**src/rtl/twoof5_encoder_tx_if.sv**
```systemverilog
// Bus between a digit source and the 2-of-5 transmitter: digit handshake,
// parallel code word, serial output and status pulses.
// Handshake: a digit is transferred on a rising CLK edge where DIN_VALID and
// DIN_READY are both high; DIN_READY never depends on DIN_VALID, and DIGIT
// only has to be stable in the cycle of that edge.
interface twoof5_encoder_tx_if;
    logic [3:0] DIGIT;
    logic       DIN_VALID;
    logic       DIN_READY;
    logic [4:0] CODE;
    logic       SDO;
    logic       SFRAME;
    logic       WORD_DONE;
    logic       ERR;
    logic       STATE_DBG;   // 0 = IDLE, 1 = SHIFT

    modport master (
        output DIGIT, DIN_VALID,
        input  DIN_READY, CODE, SDO, SFRAME, WORD_DONE, ERR, STATE_DBG
    );

    modport slave (
        input  DIGIT, DIN_VALID,
        output DIN_READY, CODE, SDO, SFRAME, WORD_DONE, ERR, STATE_DBG
    );
endinterface

```
**src/rtl/twoof5_encoder_tx.sv**
```systemverilog
// Two-out-of-five transmitter: encodes BCD digits into 7-4-2-1-0 weighted
// code words and shifts them out MSB first, holding each bit BIT_CYCLES
// clocks. Non-BCD digits are rejected with a one-cycle ERR pulse.
module twoof5_encoder_tx #(
    parameter int BIT_CYCLES = 2
) (
    input  logic                  CLK,
    input  logic                  RST,
    twoof5_encoder_tx_if.slave    bus
);
    localparam logic [0:0] ST_IDLE  = 1'b0;
    localparam logic [0:0] ST_SHIFT = 1'b1;
    localparam logic [3:0] CYC_LAST = 4'(BIT_CYCLES - 1);

    logic [0:0] state_q, state_d;
    logic [4:0] shift_q, shift_d;
    logic [4:0] code_q, code_d;
    logic [2:0] bit_idx_q, bit_idx_d;
    logic [3:0] cyc_q, cyc_d;
    logic       sdo_q, sdo_d;
    logic       sframe_q, sframe_d;
    logic       done_q, done_d;
    logic       err_q, err_d;
    logic       din_ready;
    logic       accept;
    logic [4:0] enc_word;

    // Weights 7-4-2-1-0; zero is the special case 11000 (7+4).
    function automatic logic [4:0] encode(input logic [3:0] d);
        case (d)
            4'd0:    encode = 5'b11000;
            4'd1:    encode = 5'b00011;
            4'd2:    encode = 5'b00101;
            4'd3:    encode = 5'b00110;
            4'd4:    encode = 5'b01001;
            4'd5:    encode = 5'b01010;
            4'd6:    encode = 5'b01100;
            4'd7:    encode = 5'b10001;
            4'd8:    encode = 5'b10010;
            4'd9:    encode = 5'b10100;
            default: encode = 5'b00000;
        endcase
    endfunction

    assign din_ready = (state_q == ST_IDLE) && !RST;
    assign accept    = bus.DIN_VALID && din_ready;
    assign enc_word  = encode(bus.DIGIT);

    // Next-state logic: load on accept, then walk bits 4..0 holding each one.
    always_comb begin
        state_d   = state_q;
        shift_d   = shift_q;
        code_d    = code_q;
        bit_idx_d = bit_idx_q;
        cyc_d     = cyc_q;
        sdo_d     = sdo_q;
        sframe_d  = sframe_q;
        done_d    = 1'b0;
        err_d     = 1'b0;
        case (state_q)
            ST_IDLE: begin
                sdo_d    = 1'b0;
                sframe_d = 1'b0;
                if (accept) begin
                    if (bus.DIGIT <= 4'd9) begin
                        code_d    = enc_word;
                        shift_d   = enc_word;
                        bit_idx_d = 3'd4;
                        cyc_d     = 4'd0;
                        state_d   = ST_SHIFT;
                        sframe_d  = 1'b1;
                        sdo_d     = enc_word[4];
                    end else begin
                        err_d = 1'b1;
                    end
                end
            end
            ST_SHIFT: begin
                if (cyc_q == CYC_LAST) begin
                    cyc_d = 4'd0;
                    if (bit_idx_q == 3'd0) begin
                        // Last bit has been held long enough: close the frame.
                        state_d  = ST_IDLE;
                        sframe_d = 1'b0;
                        sdo_d    = 1'b0;
                        done_d   = 1'b1;
                    end else begin
                        bit_idx_d = bit_idx_q - 3'd1;
                        shift_d   = {shift_q[3:0], 1'b0};
                        sdo_d     = shift_q[3];
                    end
                end else begin
                    cyc_d = cyc_q + 4'd1;
                end
            end
            default: state_d = ST_IDLE;
        endcase
    end

    // State and output registers; reset aborts any word in flight.
    always_ff @(posedge CLK) begin
        if (RST) begin
            state_q   <= ST_IDLE;
            shift_q   <= 5'd0;
            code_q    <= 5'd0;
            bit_idx_q <= 3'd0;
            cyc_q     <= 4'd0;
            sdo_q     <= 1'b0;
            sframe_q  <= 1'b0;
            done_q    <= 1'b0;
            err_q     <= 1'b0;
        end else begin
            state_q   <= state_d;
            shift_q   <= shift_d;
            code_q    <= code_d;
            bit_idx_q <= bit_idx_d;
            cyc_q     <= cyc_d;
            sdo_q     <= sdo_d;
            sframe_q  <= sframe_d;
            done_q    <= done_d;
            err_q     <= err_d;
        end
    end

    assign bus.DIN_READY = din_ready;
    assign bus.CODE      = code_q;
    assign bus.SDO       = sdo_q;
    assign bus.SFRAME    = sframe_q;
    assign bus.WORD_DONE = done_q;
    assign bus.ERR       = err_q;
    assign bus.STATE_DBG = state_q[0];
endmodule

```
**src/flat_wrapper.sv**
```systemverilog
// flat-port wrapper written by rule: the top's interface ports become plain ports
module twoof5_encoder_tx_flat 
#(
    parameter int BIT_CYCLES = 2
)
  (CLK, RST, bus_DIGIT, bus_DIN_VALID, bus_DIN_READY, bus_CODE, bus_SDO, bus_SFRAME, bus_WORD_DONE, bus_ERR, bus_STATE_DBG);
  twoof5_encoder_tx_if bus_i ();
  input  logic CLK;
  input  logic RST;
  input wire logic [$bits(bus_i.DIGIT)-1:0] bus_DIGIT;
  input wire logic [$bits(bus_i.DIN_VALID)-1:0] bus_DIN_VALID;
  output wire logic [$bits(bus_i.DIN_READY)-1:0] bus_DIN_READY;
  output wire logic [$bits(bus_i.CODE)-1:0] bus_CODE;
  output wire logic [$bits(bus_i.SDO)-1:0] bus_SDO;
  output wire logic [$bits(bus_i.SFRAME)-1:0] bus_SFRAME;
  output wire logic [$bits(bus_i.WORD_DONE)-1:0] bus_WORD_DONE;
  output wire logic [$bits(bus_i.ERR)-1:0] bus_ERR;
  output wire logic [$bits(bus_i.STATE_DBG)-1:0] bus_STATE_DBG;
  assign bus_i.DIGIT = bus_DIGIT;
  assign bus_i.DIN_VALID = bus_DIN_VALID;
  assign bus_DIN_READY = bus_i.DIN_READY;
  assign bus_CODE = bus_i.CODE;
  assign bus_SDO = bus_i.SDO;
  assign bus_SFRAME = bus_i.SFRAME;
  assign bus_WORD_DONE = bus_i.WORD_DONE;
  assign bus_ERR = bus_i.ERR;
  assign bus_STATE_DBG = bus_i.STATE_DBG;
  twoof5_encoder_tx #(.BIT_CYCLES(BIT_CYCLES)) u_core (.CLK(CLK), .RST(RST), .bus(bus_i));
endmodule
```
**config.mk**
```make
export PLATFORM = sky130hd
export DESIGN_NAME = twoof5_encoder_tx_flat
export DESIGN_NICKNAME = d
export VERILOG_FILES = /design/src/rtl/twoof5_encoder_tx_if.sv /design/src/rtl/twoof5_encoder_tx.sv /design/src/flat_wrapper.sv
export SDC_FILE = /design/constraint.sdc
export NUM_CORES = 1
export LEC_CHECK = 0
export CORE_MARGIN = 8
export CORE_UTILIZATION = 25
export DETAILED_ROUTE_END_ITERATION = 12
export PLACE_DENSITY = 0.42
export SYNTH_ARGS = -nofsm -noshare
export SYNTH_HDL_FRONTEND = slang
export SYNTH_SLANG_ARGS = --single-unit
```
**constraint.sdc**
```tcl
create_clock -name CLK -period 2 [get_ports CLK]
set_clock_uncertainty 0.2 [all_clocks]
set_input_delay 0.4 -clock CLK [delete_from_list [all_inputs] [get_ports CLK]]
set_output_delay 0.4 -clock CLK [all_outputs]
set_load 0.01 [all_outputs]
```
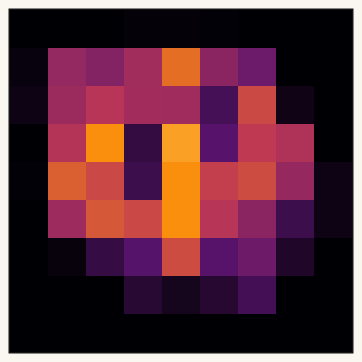
*Placement density heat map*
Drawn at 4 px/um. The die is cut into 9 by 9 equal tiles; black is low, pale yellow is high, 0 to 100% covered.
- mean over tiles: 22%
- emptiest ninth of the die: lower left
- tiles over 75% full: 4.9%
Post-Route Utilization: 0.353
Core ar.: 4690 um2
core utilization at floorplan: 0.257

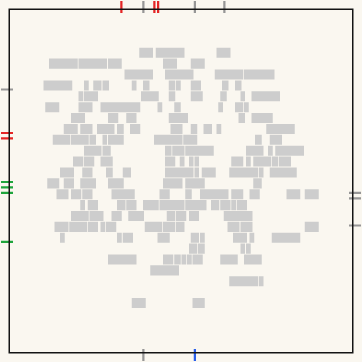
*Pin map*
Drawn at 4 px/um. Pins as bars across the die edge, other pins in gray.
- RST: blue (pins 1; direction input; edge bottom)
- bus_DIGIT: green (pins 4; direction input; edge left)
- bus_CODE: red (pins 5; direction output; edge 3 top, 2 left)
number of I/O port buffers: 17
Die Wd: 85.5 um
die height: 85.5 um

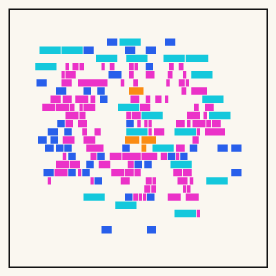
*Cells colored by class*
Drawn at 3 px/um.
- remaining buffers and delay cells: blue (cells 41)
- sequential cells: cyan (cells 21)
- clock drivers and dummy loads: orange (cells 4)
- remaining logic cells: magenta (cells 102)
Core Rows: 25
Finished Cell Area: 1650 um2
Seq/total area: 0.255

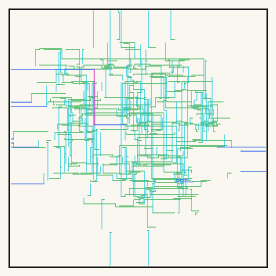
*Metal layers overlaid*
Drawn at 3 px/um.
- M2: cyan (wire length 1500 um)
- M4: magenta (wire length 18.4 um)
- M3: blue (wire length 119 um)
- M1: green (wire length 1450 um)
drt wl/cell: 13.9 um
GRT Util Overall: 0.0891
DR vias: 1041
Routed WL: 3.09 mm

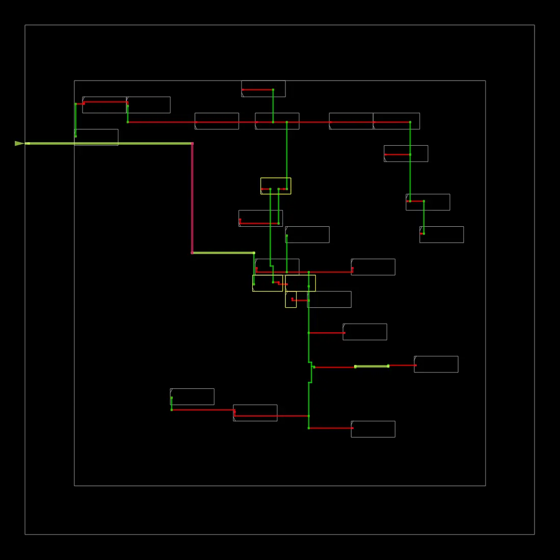
*Clock nets*
Flops: 21
Clock Power: 283 uW
clock buf count: 3
Clk Latency, worst-skew pair: 0.26 ns

metrics by stage:
stage	hold slack (ns)	cells	worst slack [ns]	total power, mW
5_1_grt	0.307	222	0.0124	1.00
3_5_place_dp	0.260	218	-0.456	0.678
3_3_place_gp	0.247	218	-0.405	0.675
4_1_cts	0.275	222	0.00570	0.963
2_1_floorplan	0.239	128	0.0419	0.573
6_report	0.269	222	0.0770	0.949
layout make-up:
cell class                      instances  area, um2
Clock inverter                          1       5.00
Fill cell                             509       3040
Tap cell                               54       67.6
Timing Repair Buffer                   41        349
Sequential cell                        21        422
Clock buffer                            3       41.3
Inverter                                9       33.8
Multi-Input combinational cell         93        736
worst register-to-register path: stages (launching register included):
cell and delay (ns):
dfxtp_1 0.39, inv_1 0.06, ha_1 0.17, nor3b_4 0.15, buf_4 0.16, nor2_1 0.23
a21oi_1 0.13, a311oi_2 0.22
kinds of logic after synthesis:
family / Yosys count
XOR/XNOR: 1
AND-OR/OR-AND: 30
multiplexers: 8
flip-flops: 21
buffers and inverters: 14
AND/OR/NAND/NOR: 44
adder cells (fa/ha/maj): 10
sequential cells by signal, indices dropped and copies added (netlist names):
| signal | cells |
|---|---|
| u_core.bus.CODE | 5 |
| u_core.cyc_q | 4 |
| u_core.shift_q | 4 |
| u_core.bit_idx_q | 3 |
| u_core.bus.ERR | 1 |
| u_core.bus.SDO | 1 |
| u_core.bus.SFRAME | 1 |
| u_core.bus.STATE_DBG | 1 |
| u_core.bus.WORD_DONE | 1 |
worst max path at each step:
stage | slack, ns | depth (start not counted) | endpoint | start
after global placement | -0.41 | 7 | u_core.shift_q[3]$_SDFFE_PP0P_ | bus_DIGIT[0]
after detailed placement | -0.46 | 8 | u_core.cyc_q[2]$_SDFFE_PP0P_ | bus_DIGIT[1]
after global routing | 0.01 | 8 | u_core.shift_q[2]$_SDFFE_PP0P_ | bus_DIGIT[1]
after CTS | 0.006 | 3 | bus_DIN_READY | RST
final | 0.08 | 6 | u_core.shift_q[3]$_SDFFE_PP0P_ | bus_DIGIT[2]
after floorplan | 0.04 | 6 | u_core.shift_q[3]$_SDFFE_PP0P_ | bus_DIGIT[1]
repair_timing:
| item | 4_1_cts | 5_1_grt |
|---|---|---|
| hold buffers | 0 | 0 |
| pin swaps | 3 | 1 |
| setup endpoints to repair | 18 | 2 |
| resized | 6 | 2 |
routing by layer:
layer	track usage	wire [um]	up-vias
li1	-	-	536
met1	0.110	1440	489
met3	0.0220	118	2
met5	0	0	-
met4	0.0239	18	0
met2	0.150	1500	14
where the power goes:
part | internal [mW] | switching, mW
clock network | 0.139 | 0.145
registers | 0.434 | 0.0140
logic | 0.112 | 0.106
total | 0.684 | 0.265
==> flow_metrics.tcl <==
# implementation run metrics
set metrics [dict create \
    async_flop_share 0 \
    regToRegEndpoint "u_core.cyc_q[2]$_SDFFE_PP0P_" \
    dr.first_iter.drc_count 31 \
    aoi_share 0.201 \
    grt_antenna_before_repair 0 \
    cts_root_buf "clkbuf_8" \
    grt.overflow.total 0 \
    gp_congestion 0.743 \
    p_per_area_nw_per_um2 574 \
    worstSetupEndpointType "register" \
    rsz0062_at_grt "false" \
    timing.reg2reg.setup_slack_ns 0.20 \
    logic_family "simple AND/OR/NAND/NOR gates" \
    lay_top_count "buf_4" \
    grt_pass1_vias 1080 \
    synth_top_flop_cell "dfxtp_1" \
    status "finished, final reports clean" \
    viasPerCell 4.69 \
    worst-path-buf-inv 2 \
    slew_headroom 0.783 \
    antenna_cells 0 \
    postPlaceCellArea_um2 1600 \
    peakVddDrop_mv 0.301 \
    area_delta_synth_final_pct 37.0 \
    period_needed_ns 1.92 \
    cp_slowest_cell "clkdlybuf4s50_1" \
    grt_max_degree 20 \
    synth_area_leader_cell "dfxtp_1" \
    cap_viol_max_count 0 \
    cts_sinks 21 \
    cts.clk_slew.worst_paths_ns 0.08 \
    ys_seq_frac 0.348 \
    setup_viol 0 \
    clock_path_buffers 2 \
    hold_start "u_core.bus.CODE[4]$_SDFFE_PP0P_" \
    tightest_slew_ns 0.323 \
    synth-edff-count 0 \
    drive_above_1_share 0.286 \
    yosys_cells 128 \
    syn_inst 128 \
    muxShareOfSynthArea 0.0725 \
    slew_viol_final 0 \
    cts-buffers-inserted 3 \
    ys_top_cells_by_count "21 x dfxtp_1, 13 x nor2_1, 10 x ha_1" \
    yosysMostFrequentCell "dfxtp_1" \
    area_leaders "dfxtp_1 35%, ha_1 10%, mux2i_1 4.1%" \
    hold-path-cell-count 2 \
    ys_types 42 \
    yosys.area_share.adder 0.104 \
    postRouteAntennaNets 0 \
    synth-area-yosys_um2 1210 \
    fmax_mhz 520 \
    yosys_warnings 0 \
    die_area_um2 7310 \
    whs_endpoint "u_core.bus.CODE[4]$_SDFFE_PP0P_" \
    synthesis.nets 145 \
    drcViolationCount 0 \
    finalHoldViolCount 0 \
    critical-path-top-delay-family "buffers and inverters" \
    dpl.hpwl_mm 2.46 \
    leakage_nw 0.689 \
    grt_pass1_wl_mm 5.29 \
    worst-setup-path-type "in2reg" \
]
Power and IR drop assume default switching activity.
